File: src/rtl/byte_un_striping_n.sv
// Merges NUM_LANES striped lane words back into one stream in strict round-robin lane order.
// Each lane has a small skew FIFO so lanes may arrive up to FIFO_DEPTH words apart.
module byte_un_striping_n #(
  parameter int unsigned NUM_LANES  = 2,
  parameter int unsigned WIDTH      = 32,
  parameter int unsigned FIFO_DEPTH = 4
) (
  input  logic                           clk_nf,
  input  logic                           reset,
  input  logic [$clog2(NUM_LANES):0]     active_lanes,
  input  logic [NUM_LANES-1:0]           valid_in,
  input  logic [NUM_LANES*WIDTH-1:0]     lanes_in,
  output logic                           valid_out,
  output logic [WIDTH-1:0]               data_out,
  output logic [NUM_LANES-1:0]           overflow
);

  localparam int unsigned CW = $clog2(NUM_LANES) + 1;
  localparam int unsigned PW = (NUM_LANES > 1) ? $clog2(NUM_LANES) : 1;
  localparam int unsigned AW = $clog2(FIFO_DEPTH);

  logic [WIDTH-1:0]     r_mem [NUM_LANES][FIFO_DEPTH];
  logic [AW:0]          r_wp  [NUM_LANES];
  logic [AW:0]          r_rp  [NUM_LANES];
  logic [PW-1:0]        r_ptr;
  logic [CW-1:0]        r_eff;
  logic                 r_valid;
  logic [WIDTH-1:0]     r_data;
  logic [NUM_LANES-1:0] r_ovf;

  logic [NUM_LANES-1:0] w_empty;
  logic [NUM_LANES-1:0] w_full;
  logic [NUM_LANES-1:0] w_lane_act;
  logic [NUM_LANES-1:0] w_rd_lane;
  logic [NUM_LANES-1:0] w_wr_en;
  logic [NUM_LANES-1:0] w_drop;
  logic                 w_rd_en;
  logic                 w_ptr_last;
  logic                 w_all_empty;
  logic [CW-1:0]        w_act_eff;
  logic [AW:0]          w_rp_sel;
  logic [WIDTH-1:0]     w_head;

  always_comb begin
    w_act_eff = active_lanes;
    if (active_lanes == '0 || int'(active_lanes) > int'(NUM_LANES)) begin
      w_act_eff = CW'(NUM_LANES);
    end
  end

  always_comb begin
    w_empty    = '0;
    w_full     = '0;
    w_lane_act = '0;
    for (int i = 0; i < int'(NUM_LANES); i++) begin
      w_empty[i]    = (r_wp[i] == r_rp[i]);
      // Same index, opposite lap bit: writer is a full lap ahead.
      w_full[i]     = (r_wp[i][AW] != r_rp[i][AW]) && (r_wp[i][AW-1:0] == r_rp[i][AW-1:0]);
      w_lane_act[i] = (i < int'(r_eff));
    end
  end

  always_comb begin
    w_rd_en     = !w_empty[r_ptr];
    w_ptr_last  = (CW'(r_ptr) == (r_eff - CW'(1)));
    w_all_empty = &w_empty;
    w_rp_sel    = r_rp[r_ptr];
    w_head      = r_mem[r_ptr][w_rp_sel[AW-1:0]];
  end

  // A full FIFO still accepts a write when its head is popped on the same edge.
  always_comb begin
    w_rd_lane = '0;
    w_wr_en   = '0;
    w_drop    = '0;
    for (int i = 0; i < int'(NUM_LANES); i++) begin
      w_rd_lane[i] = w_rd_en && (int'(r_ptr) == i);
      w_wr_en[i]   = valid_in[i] && w_lane_act[i] && (!w_full[i] || w_rd_lane[i]);
      w_drop[i]    = valid_in[i] && w_lane_act[i] && w_full[i] && !w_rd_lane[i];
    end
  end

  always_ff @(posedge clk_nf) begin
    for (int i = 0; i < int'(NUM_LANES); i++) begin
      if (reset && w_wr_en[i]) begin
        r_mem[i][r_wp[i][AW-1:0]] <= lanes_in[i*WIDTH +: WIDTH];
      end
    end
  end

  always_ff @(posedge clk_nf) begin
    if (!reset) begin
      for (int i = 0; i < int'(NUM_LANES); i++) begin
        r_wp[i] <= '0;
        r_rp[i] <= '0;
      end
      r_ptr   <= '0;
      r_eff   <= w_act_eff;
      r_valid <= 1'b0;
      r_data  <= '0;
      r_ovf   <= '0;
    end else begin
      for (int i = 0; i < int'(NUM_LANES); i++) begin
        if (w_wr_en[i]) begin
          r_wp[i] <= r_wp[i] + 1'b1;
        end
        if (w_rd_lane[i]) begin
          r_rp[i] <= r_rp[i] + 1'b1;
        end
        if (w_drop[i]) begin
          r_ovf[i] <= 1'b1;
        end
      end
      r_valid <= w_rd_en;
      if (w_rd_en) begin
        r_data <= w_head;
        r_ptr  <= w_ptr_last ? '0 : r_ptr + 1'b1;
      end
      // Lane count only changes at a clean frame boundary.
      if (w_all_empty && r_ptr == '0) begin
        r_eff <= w_act_eff;
      end
    end
  end

  assign valid_out = r_valid;
  assign data_out  = r_data;
  assign overflow  = r_ovf;

endmodule
File: config.mk
export PLATFORM = sky130hd
export DESIGN_NAME = byte_un_striping_n
export DESIGN_NICKNAME = d
export VERILOG_FILES = /design/src/rtl/byte_un_striping_n.sv
export SDC_FILE = /design/constraint.sdc
export NUM_CORES = 1
export LEC_CHECK = 0
export CAP_MARGIN = 5
export CORE_MARGIN = 2
export CORE_UTILIZATION = 45
export CTS_CLUSTER_DIAMETER = 30
export CTS_CLUSTER_SIZE = 14
export DETAILED_ROUTE_END_ITERATION = 7
export DONT_BUFFER_PORTS = 1
export PLACE_DENSITY = 0.59
export SYNTH_ARGS = -nofsm -noshare
export SYNTH_HDL_FRONTEND = slang
export SYNTH_SLANG_ARGS = --single-unit
export TNS_END_PERCENT = 1
File: constraint.sdc
create_clock -name clk_nf -period 2.55 [get_ports clk_nf]
set_input_delay 0.3825 -clock clk_nf [delete_from_list [all_inputs] [get_ports clk_nf]]
set_output_delay 0.3825 -clock clk_nf [all_outputs]
set_load 0.01 [all_outputs]
**Metal layers overlaid**

Bar = 50 µm. Only two layers are drawn.
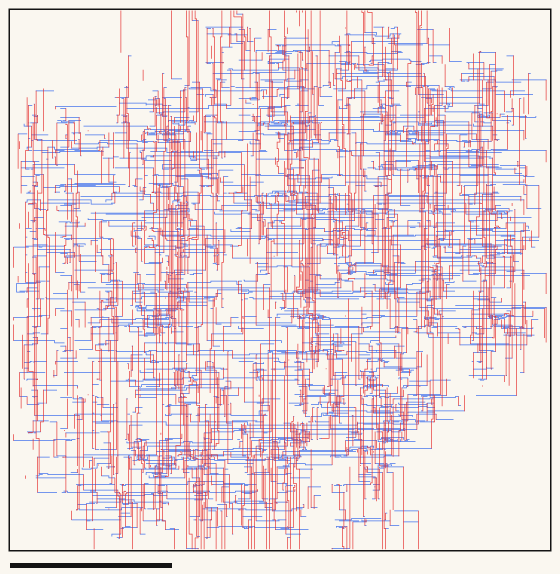
legend:
  blue:
    layer: met1
    wire_length: 10400 µm
  red:
    layer: met2
    wire_length: 13100 µm

==> flow_metrics.tcl <==
# flow metrics
set metrics [dict create \
    outcome "completed" \
    met1_usage_pct 23.1 \
    drive_above_1_share_pct 23.3 \
    synth-main-ff-cell "edfxtp_1" \
    path_class "register to register" \
    syn-instance-count 655 \
    drt_iter0_drc 455 \
    crit_chain "xor2_1 > nand4b_2 > and2_2 > a211oi_2" \
    cts_buffer_depth 3 \
    p_total_mw 17.0 \
    met1_length_mm 10.4 \
    critPathBufInv 0 \
    yosys-top-cells-count "edfxtp_1 (270), a21oi_1 (68), mux2i_1 (64), dfxtp_1 (37)" \
    cts_root_buf "clkbuf_16" \
    ys_chip_area_um2 12000 \
    io_pins 105 \
    yosysWarnings 0 \
    p_int_mw 12.1 \
    via_per_inst 5.56 \
    drc_errors 0 \
    comb_cell_power_mw 3.70 \
    min_period_over_period_pct 85.1 \
    seq_power_share_pct 37.6 \
    worst_slack_ps 381 \
    grt_antenna_before_repair 1 \
    yosysUniqueCellTypes 36 \
    cts_tree "yes" \
    chip_area_um2 27900 \
    synth_top_area_share_pct 67.8 \
    overflow 0 \
    fp-utilization_pct 45.9 \
    cts_num_sinks 307 \
    power_frac_clock_pct 40.7 \
    setup-tns-final_ps 0 \
    setup_viol 0 \
    area_delta_synth_final_pct 24.4 \
    place_congestion 0.742 \
    min_from "active_lanes[0]" \
    synth.area.top_cells "edfxtp_1 (68%), dfxtp_1 (6.2%), mux4_2 (6.0%), mux2i_1 (5.4%), a211oi_2 (3.1%)" \
    min_to "r_eff[1]$_SDFFCE_PP1P_" \
    placed_cells 977 \
    port_buffers 0 \
    synth_area_per_cell_um2 18.3 \
    crit_path_top_delay_cell "and2_2" \
    crit_required_ps 2930 \
    p_sw_mw 4.92 \
    vias 6363 \
    powerDensity_nw_per_um2 1140 \
    period_minus_slack_ps 2170 \
    maxSlewViolCount 0 \
    synth_top_cell_by_count "edfxtp_1" \
    cp.depth 4 \
    syn-cell-area_um2 12000 \
]
**Power grid**

Bar = 50 µm. Pins as bars on the die edge. Tap cells in grey.
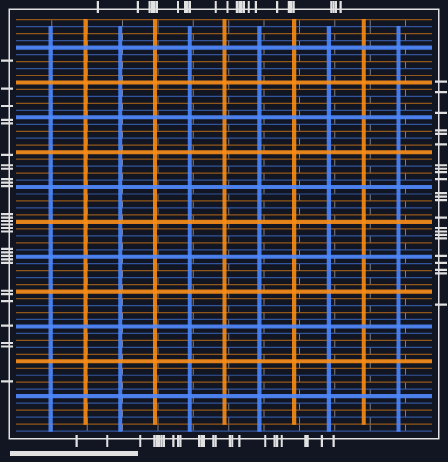
legend:
  blue:
    net: VSS
  orange:
    net: VDD
met1 rails: 60
met5 straps: 11
met4 straps: 11
signal pins: 105
rows: 59

-- area by class of cell --
class,instances,share of cell area (%)
flip-flops and latches,307,59.5
inverters,11,0.278
clock buffers,65,9.50
repair buffers,92,5.99
clock inverters,36,2.64
diodes,1,0.0168
well taps,335,2.82
multi-input cells,297,19.3
-- cells by family after synthesis --
family                   synth area share, %
flip-flops                              74.0
AND-OR/OR-AND                           8.25
multiplexers                            11.4
buffers and inverters                   2.15
AND/OR/NAND/NOR                         1.93
adder cells (fa/ha/maj)                 1.26
XOR/XNOR                                1.03
-- sequential cells by signal, summed over array words and instances (netlist names), named ones only --
signal,count
overflow,2
r_rp,6
r_mem,256
valid_out,1
r_ptr,1
r_eff,2
data_out,32
r_wp,6
